--- src/rtl/aes_pe_pkg.sv ---
// Shared definitions for the vector AES processing element: op codes,
// MixColumns coefficient tables, FSM state type and GF(2^8) helpers.
package aes_pe_pkg;

    // Operation codes carried on op_sel; codes 101-111 fall through as HOLD
    localparam logic [2:0] OP_HOLD   = 3'b000;
    localparam logic [2:0] OP_LOAD   = 3'b001;
    localparam logic [2:0] OP_ADDKEY = 3'b010;
    localparam logic [2:0] OP_MIXCOL = 3'b011;
    localparam logic [2:0] OP_SHIFT  = 3'b100;

    // MixColumns coefficient rows, element [0] is the leading coefficient
    // (forward 02,03,01,01 and inverse 0E,0B,0D,09)
    localparam logic [3:0][7:0] FWD_COEF = {8'h01, 8'h01, 8'h03, 8'h02};
    localparam logic [3:0][7:0] INV_COEF = {8'h09, 8'h0D, 8'h0B, 8'h0E};

    // Two-state controller: IDLE accepts ops, ACC runs the MixColumns beats
    typedef enum logic {
        ST_IDLE = 1'b0,
        ST_ACC  = 1'b1
    } pe_state_t;

    // Multiply by x in GF(2^8) with reduction polynomial 0x11B
    function automatic logic [7:0] xtime(input logic [7:0] b);
        return {b[6:0], 1'b0} ^ (b[7] ? 8'h1B : 8'h00);
    endfunction

    // Pick the coefficient for a rotated index in forward or inverse mode
    function automatic logic [7:0] coef_sel(input logic [1:0] idx, input logic inv_mode);
        return inv_mode ? INV_COEF[idx] : FWD_COEF[idx];
    endfunction

endpackage

--- src/rtl/gf_mul8.sv ---
// Combinational GF(2^8) multiply of one data byte by a coefficient byte.
// The data byte is walked through an xtime chain and the powers selected by
// the coefficient bits are XOR-summed.
module gf_mul8
    import aes_pe_pkg::*;
(
    input  logic [7:0] a,
    input  logic [7:0] coef,
    output logic [7:0] prod
);

    logic [7:0] pow [8];

    // Build a*x^i for every i, then accumulate the terms selected by coef
    always_comb begin
        pow[0] = a;
        for (int i = 1; i < 8; i++) begin
            pow[i] = xtime(pow[i-1]);
        end
        prod = 8'h00;
        for (int i = 0; i < 8; i++) begin
            if (coef[i]) begin
                prod = prod ^ pow[i];
            end
        end
    end

endmodule

--- src/rtl/pe_aes_vec.sv ---
// Vector AES processing element for one systolic array node. Each of the
// LANES byte lanes is independent; all lanes share one controller, so a
// MixColumns accumulate runs on every lane at once. data_w is forwarded east
// and the psum register south on every enabled cycle.
module pe_aes_vec
    import aes_pe_pkg::*;
#(
    parameter int LANES = 1,
    parameter int ROW   = 0,
    parameter int COL   = 0
) (
    input  logic                 clk,
    input  logic                 rst,
    input  logic                 pe_en,
    input  logic [2:0]           op_sel,
    input  logic                 inv,
    input  logic [8*LANES-1:0]   data_n,
    input  logic [8*LANES-1:0]   data_w,
    input  logic [8*LANES-1:0]   key,
    output logic [8*LANES-1:0]   data_s,
    output logic [8*LANES-1:0]   data_e,
    output logic                 mc_busy,
    output logic                 mc_done
);

    localparam int         W       = 8 * LANES;
    localparam logic [1:0] ROW_IDX = 2'(ROW);

    // COL only identifies the node; ROW must address one of the four rows
    if (COL < 0 || ROW < 0 || ROW > 3) begin : g_param_guard
    end

    pe_state_t  state;
    logic [1:0] beat;
    logic       inv_q;
    logic       busy_q;
    logic       done_q;
    logic [W-1:0] psum;
    logic [W-1:0] acc;
    logic [W-1:0] data_e_q;
    logic [W-1:0] prod;
    logic [W-1:0] acc_next;
    logic [1:0] coef_idx;
    logic       coef_inv;
    logic [7:0] coef;

    // Coefficient for the current beat, rotated by the row position. In IDLE
    // the beat counter is zero and the live inv input chooses the mode, since
    // that edge is the one that starts the accumulate.
    always_comb begin
        coef_inv = (state == ST_ACC) ? inv_q : inv;
        coef_idx = beat - ROW_IDX;
        coef     = coef_sel(coef_idx, coef_inv);
    end

    // One multiplier per lane, all sharing the same coefficient
    for (genvar i = 0; i < LANES; i++) begin : g_lane
        gf_mul8 u_mul (
            .a    (data_w[8*i +: 8]),
            .coef (coef),
            .prod (prod[8*i +: 8])
        );
    end

    assign acc_next = acc ^ prod;

    // Controller, beat counter and all datapath registers. mc_done is a
    // single-cycle pulse, so it clears on every edge regardless of pe_en.
    always_ff @(posedge clk or posedge rst) begin
        if (rst) begin
            state    <= ST_IDLE;
            beat     <= 2'd0;
            inv_q    <= 1'b0;
            busy_q   <= 1'b0;
            done_q   <= 1'b0;
            psum     <= '0;
            acc      <= '0;
            data_e_q <= '0;
        end else begin
            done_q <= 1'b0;
            if (pe_en) begin
                data_e_q <= data_w;
                case (state)
                    ST_IDLE: begin
                        case (op_sel)
                            OP_HOLD:   ;
                            OP_LOAD:   psum <= data_n;
                            OP_ADDKEY: psum <= psum ^ key;
                            OP_SHIFT:  psum <= data_w;
                            OP_MIXCOL: begin
                                acc    <= prod;
                                inv_q  <= inv;
                                beat   <= 2'd1;
                                busy_q <= 1'b1;
                                state  <= ST_ACC;
                            end
                            default:   ;
                        endcase
                    end
                    ST_ACC: begin
                        acc <= acc_next;
                        if (beat == 2'd3) begin
                            psum   <= acc_next;
                            done_q <= 1'b1;
                            busy_q <= 1'b0;
                            beat   <= 2'd0;
                            state  <= ST_IDLE;
                        end else begin
                            beat <= beat + 2'd1;
                        end
                    end
                    default: state <= ST_IDLE;
                endcase
            end
        end
    end

    assign data_s  = psum;
    assign data_e  = data_e_q;
    assign mc_busy = busy_q;
    assign mc_done = done_q;

endmodule

--- config.mk ---
export PLATFORM = sky130hd
export DESIGN_NAME = pe_aes_vec
export DESIGN_NICKNAME = d
export VERILOG_FILES = /design/src/rtl/aes_pe_pkg.sv /design/src/rtl/gf_mul8.sv /design/src/rtl/pe_aes_vec.sv
export SDC_FILE = /design/constraint.sdc
export NUM_CORES = 1
export LEC_CHECK = 0
export ABC_CLOCK_PERIOD_IN_PS = 3100
export CAP_MARGIN = 5
export CORE_ASPECT_RATIO = 0.5
export CORE_MARGIN = 1
export CORE_UTILIZATION = 30
export DETAILED_ROUTE_END_ITERATION = 10
export GPL_TIMING_DRIVEN = 0
export PLACE_DENSITY = 0.47
export SYNTH_ARGS = -nofsm -noshare
export SYNTH_HDL_FRONTEND = slang
export SYNTH_SLANG_ARGS = --single-unit
--- constraint.sdc ---
create_clock -name clk -period 3.1 [get_ports clk]
set_input_delay 0.31 -clock clk [delete_from_list [all_inputs] [get_ports clk]]
set_output_delay 0.31 -clock clk [all_outputs]
set_load 0.02 [all_outputs]
==> changes_impl.md, run 1 <==
### Metrics

* Result of the run: finished, final reports clean
* Commonest cells after routing, fill and taps aside: 44 x sky130_fd_sc_hd__clkdlybuf4s50_1, 32 x sky130_fd_sc_hd__xnor2_1, 30 x sky130_fd_sc_hd__dfrtp_1
* Dominant register cell: sky130_fd_sc_hd__dfrtp_1
* Register share after synthesis at 30.5%
* Leakage power total at ~1.3 nW
* Slowest cell on crit path: sky130_fd_sc_hd__dfrtp_1
* TritonCTS clock tree: built
* Maximum frequency from static timing analysis at approximately 0.37 GHz
* Core region area at 0.00762 sq mm
* Cell type with the highest aggregate area in the netlist: sky130_fd_sc_hd__dfrtp_1
* Average cell area after synthesis at 8.86 sq um
* Number of nets still failing antenna checks after routing at 0
* Required arrival time at the worst endpoint at 3.27 ns
* Number of fillers in the final layout at 764
* Routed length on met2 at 2.80 mm
* Yosys stat chip area at 0.00246 sq mm
* Critical path capture point type: flop
* Total half-perimeter wirelength after legalization and detailed placement at 5.40 mm
* Layout cell share with drive strength beyond 1 at 10.3%
* Warning total across the stage logs at 29
* Total Power at 2.87 mW
* Hold buffers post-CTS at 0
* Number of buffers added on ports at about 44
* Most common library cell in the layout ignoring fill and taps: sky130_fd_sc_hd__clkdlybuf4s50_1
* Reg2reg path depth at 9
* Worst path max stage delay at ~0.53 ns
* Detailed-routing iteration count for the pre-antenna-repair pass at 4
* Die y size at 66.1 um
* Clock root buffer master: sky130_fd_sc_hd__clkbuf_16
* Count of library flops with an enable pin at 0
* Count of final hold-check violations at 0
## run 1: routing by layer
metal | vias up | GRT usage (%)
met3 | 7 | 3.64
met4 | 0 | 5.81
met5 | - | 0
li1 | 1089 | -
met2 | 65 | 25.4
met1 | 1053 | 28.8
## run 1: worst max-delay path by stage
stage	slack, ns	cells past startpoint	endpoint	startpoint
6_report	0.39	9	data_s[5]$_DFFE_PP0P_	beat[1]$_DFFE_PP0P_
5_1_grt	0.24	9	data_s[1]$_DFFE_PP0P_	beat[1]$_DFFE_PP0P_
3_5_place_dp	0.26	7	inv_q$_DFFE_PP0P_	op_sel[1]
2_1_floorplan	0.68	9	data_s[5]$_DFFE_PP0P_	beat[1]$_DFFE_PP0P_
3_3_place_gp	0.22	7	inv_q$_DFFE_PP0P_	op_sel[1]
4_1_cts	0.41	9	data_s[5]$_DFFE_PP0P_	beat[1]$_DFFE_PP0P_
## run 1: report_power, final
group / internal (mW) / switching [mW] / total (mW)
clock network: 0.318 / 0.177 / 0.495
logic: 0.798 / 0.896 / 1.69
registers: 0.539 / 0.139 / 0.679
## run 1: logic make-up (layout without fill, tap and decap cells)
kind of cell | count (synthesis) | count (layout) | share of synthesized area [%]
buf+inv | 22 | 75 | 5.59
compound gates | 63 | 63 | 16.3
flops | 30 | 30 | 30.5
fa+ha+maj | 4 | 4 | 2.03
simple gates | 108 | 108 | 24.7
mux | 13 | 13 | 6.25
xor+xnor | 38 | 38 | 14.6
## run 1: cell type report
type	instances	area share, %
buffer	18	3.82
clock buffer	7	4.44
clock inverter	1	0.156
inverter	4	0.467
multi-input combinational	226	49.0
sequential	30	23.4
tap	108	4.21
timing repair buffer	45	14.6
## run 1: worst max-delay path: cells and delay by family (launching register included)
family	cells	cell delay [ns]
AND/OR/NAND/NOR	3	1.02
adder cells (fa/ha/maj)	1	0.22
XOR/XNOR	1	0.16
flip-flops	1	0.53
buffers and inverters	2	0.32
AND-OR/OR-AND	2	0.35
## run 1: state kept, by name (all words and copies together), names as in the netlist
signal and cells:
mc_done 1, data_s 8, state 1, beat 2, inv_q 1, mc_busy 1
acc 8, data_e 8
## run 1: Yosys cell counts (all sizes together), types with 5 or more instances
library cell / n
xnor2: 32
dfrtp: 30
nor2: 26
a21oi: 22
nor2b: 17
nand2: 15
o21ai: 14
clkbuf: 13
mux2: 9
and3: 8
nor3: 8
buf: 5
or3: 5
## run 1: per-stage QoR
step | worst slack, ns | cells | hold WS [ns]
global placement | 0.225 | 430 | 0.488
floorplan | 0.683 | 278 | 0.401
detailed placement | 0.258 | 431 | 0.495
finish | 0.390 | 439 | 0.328
CTS | 0.413 | 439 | 0.319
global route | 0.243 | 439 | 0.332
Figure 1. Clock wiring as the flow saved it (run 1).
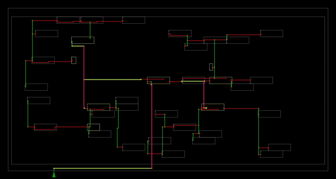
final setup skew: 0.00338 ns
CTS sink cnt: 30
TritonCTS buffer count: 5

Figure 2. Routed metal, one colour a layer (run 1).
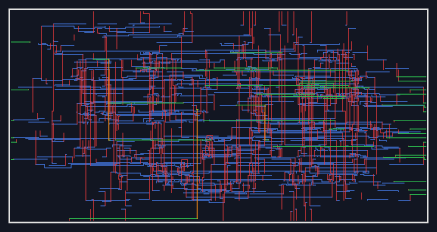
Key: met4 = orange [wire length 70.0 um]; met1 = blue [wire length 3830 um]; met2 = red [wire length 2800 um]; met3 = green [wire length 565 um]
overall via count from detail_route: 2214
post-DR wirelength/cell: 16.5 um
Overall Global Routing Usage: 18.7%

Figure 3. Clock distribution (run 1).
Scale bar: 50 um.
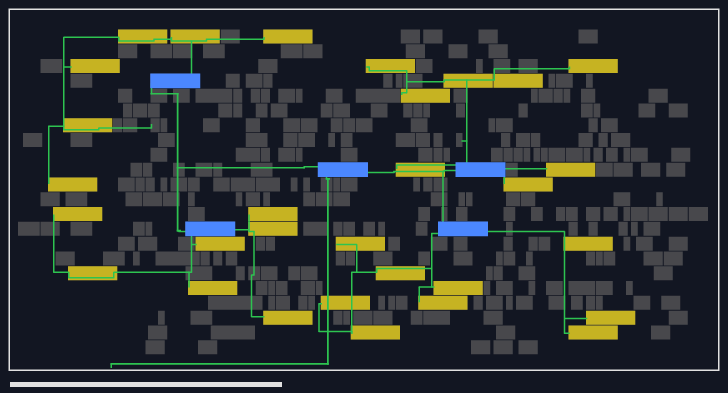
Key: cells driving clock nets = blue [count 5]; clock wires = green [length 548 um]; flip-flops = yellow [count 30]
Position of the flops: spread over the die. There are 6 routed clock nets.
clock insertion delay at the later pin of the skew report: 0.28 ns
power dissipated in the clock network: 495 uW

==> run 2, diff against run 1 <==
CELL_PAD_IN_SITES_DETAIL_PLACEMENT = 0   (was not set)
CELL_PAD_IN_SITES_GLOBAL_PLACEMENT = 1   (was not set)
MAX_ROUTING_LAYER = met4   (was not set)
PLACE_DENSITY = 0.6   (was 0.47)
Figure 4. Selected gate families (run 2).
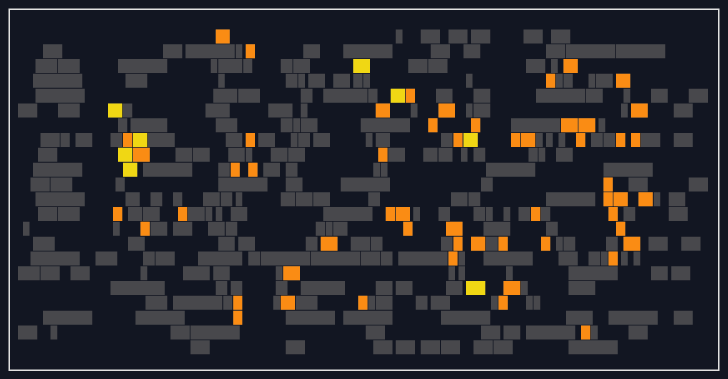
Key: AND-OR and OR-AND gates = yellow [cells 8, most used o21a_1]; inverting AOI/OAI gates = orange [cells 55, most used a21oi_1]
most common library cell in the layout ignoring fill and taps: sky130_fd_sc_hd__clkdlybuf4s50_1
combinational fraction of the cell area: 48.7%
Non-Filler Instances: 439

Figure 5. Routed metal, one colour a layer (run 2).
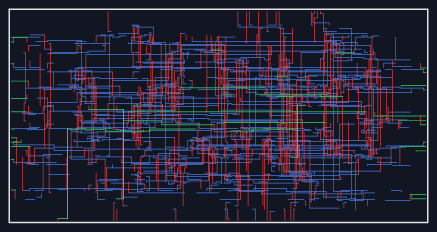
Key: met2 = red [wire length 3220 um]; met3 = green [wire length 390 um]; met1 = blue [wire length 4070 um]; met4 = orange [wire length 72.1 um]
Overall Global Routing Usage: 20.2%
overall via count from detail_route: 2243

==> changes_impl.md, run 2 <==
### Metrics

* Category of the worst setup path launch point: flop
* TritonCTS buffer count at 5 (unchanged)
* Cell type with the highest aggregate area in the netlist: sky130_fd_sc_hd__dfrtp_1
* Number of buffers added on ports at 44 (unchanged)
* Total Power at 2.93 mW (+2.3%)
* Routed length on met2 at 3.22 mm (+15%)
* Critical path capture point type: flop
* Launch point of the worst path: beat[1]$_DFFE_PP0P_
* Clock insertion delay at the later pin of the skew report at 0.28 ns (about the same)
* Top-level port count at between 40 and 50
* Maximum frequency from static timing analysis at 0.370 GHz (+0.34%)
* Average cell area after synthesis at 8.86 sq um (unchanged)
* Slowest cell on crit path: sky130_fd_sc_hd__dfrtp_1
* Clock root buffer master: sky130_fd_sc_hd__clkbuf_16
* Post-Place Worst Slack at 0.0889 ns (-0.169 ns)
* Leakage power total at 1.28 nW (+0.73%)
* Dominant register cell: sky130_fd_sc_hd__dfrtp_1
* Die y size at 66.1 um (unchanged)
* Depth of the worst hold-timing path at 2
* Register share after synthesis at 30.5% (unchanged)
* Layout cell share with drive strength beyond 1 at 10.6% (+0.30 points)
* Initial core utilization at between 30% and 40%
* Post-DR wirelength/cell at 17.7 um (+6.8%)
* DP Cell Count at 431 (unchanged)
* CTS sink cnt at 30 (unchanged)
* Max capacitance violation total at 0
* TritonCTS clock tree: built
* Post-route worst hold slack at 0.332 ns (+0.00408 ns)
* Most used standard cell by instance count after synthesis: sky130_fd_sc_hd__xnor2_1
* Last element of the critical path: data_s[5]$_DFFE_PP0P_
* Number of nets still failing antenna checks after routing at 0 (unchanged)
* Yosys stat chip area at 0.00246 sq mm (unchanged)
* Final setup skew at 0.00501 ns (+0.00163 ns)
* Required arrival time at the worst endpoint at 3.28 ns (about the same)
* Core region area at 0.00762 sq mm (unchanged)
* Hold buffers post-CTS at 0 (unchanged)
* Arrival time of the worst setup path at 2.88 ns
* Net count entering floorplan at approximately 310
* Post-Synthesis Cell Area at 0.00246 sq mm
* Warning total across the stage logs at 29 (unchanged)
* Synth cell count leaders: 32 x sky130_fd_sc_hd__xnor2_1, 30 x sky130_fd_sc_hd__dfrtp_1, 26 x sky130_fd_sc_hd__nor2_1
* Number of fillers in the final layout at 773 (+1.2%)
* Result of the run: finished, final reports clean
* Commonest cells after routing, fill and taps aside: 44 x sky130_fd_sc_hd__clkdlybuf4s50_1, 32 x sky130_fd_sc_hd__xnor2_1, 30 x sky130_fd_sc_hd__dfrtp_1
* Worst path max stage delay at 0.50 ns (-0.03 ns)
* Total half-perimeter wirelength after legalization and detailed placement at 5.74 mm (+6.3%)
* Unrepaired setup endpoints after global routing: no
* Reg2reg path depth at 9 (unchanged)
* Count of final hold-check violations at 0 (unchanged)
-- run 2: cell counts after synthesis --
Identical to the previous run, type by type.
-- run 2: worst min path at each step --
stage / start / to / slack (ns)
final: pe_en / data_e[5]$_DFFE_PP0P_ / 0.33
after floorplan: rst / acc[0]$_DFFE_PP0P_ / 0.40
after global placement: data_e[0]$_DFFE_PP0P_ / data_e[0]$_DFFE_PP0P_ / 0.49
after detailed placement: data_e[3]$_DFFE_PP0P_ / data_e[3]$_DFFE_PP0P_ / 0.50
after global routing: pe_en / data_e[5]$_DFFE_PP0P_ / 0.33
after CTS: pe_en / data_e[5]$_DFFE_PP0P_ / 0.32
-- run 2: final cells by class --
| cell class | instances | area, sq um | area share (%) |
|---|---|---|---|
| buffer | 18 | 123 | 3.79 |
| tap | 108 | 135 | 4.18 |
| multi-input combinational | 226 | 1570 | 48.7 |
| timing repair buffer | 45 | 468 | 14.5 |
| clock buffer | 8 | 166 | 5.15 |
| sequential | 30 | 751 | 23.2 |
| inverter | 4 | 15.0 | 0.465 |
-- run 2: critical path: cells and delay by family, from the launching register on --
| family | cells | cell delay (ns) |
|---|---|---|
| buf+inv | 2 | 0.31 |
| flops | 1 | 0.50 |
| xor+xnor | 1 | 0.16 |
| compound gates | 2 | 0.39 |
| simple gates | 3 | 1.01 |
| fa+ha+maj | 1 | 0.22 |
-- run 2: logic make-up (layout without fill, tap and decap cells) --
logic type               count (synthesis)  in the layout  synth area share [%]
adder cells (fa/ha/maj)                  4              4                  2.03
multiplexers                            13             13                  6.25
AND/OR/NAND/NOR                        108            108                  24.7
XOR/XNOR                                38             38                  14.6
flip-flops                              30             30                  30.5
AND-OR/OR-AND                           63             63                  16.3
buffers and inverters                   22             75                  5.59
-- run 2: power breakdown --
part	switching (mW)	internal (mW)	total, mW
Sequential	0.141	0.539	0.680
Clock	0.192	0.364	0.556
Combinational	0.901	0.797	1.70
-- run 2: stage by stage --
| stage | util, % | area, sq um |
|---|---|---|
| global placement | 39.8 | 3040 |
| CTS | 42.4 | 3230 |
| detailed placement | 40.2 | 3070 |
| finish | 42.4 | 3230 |
| global route | 42.4 | 3230 |
| floorplan | - | 2460 |
-- run 2: layer usage --
layer,track usage (%),up-vias
li1,-,1086
met1,28.0,1094
met2,30.4,55
met3,3.72,8
met4,4.80,0
met5,-,-
No activity file was given, so power comes from the tool's default toggle rates.
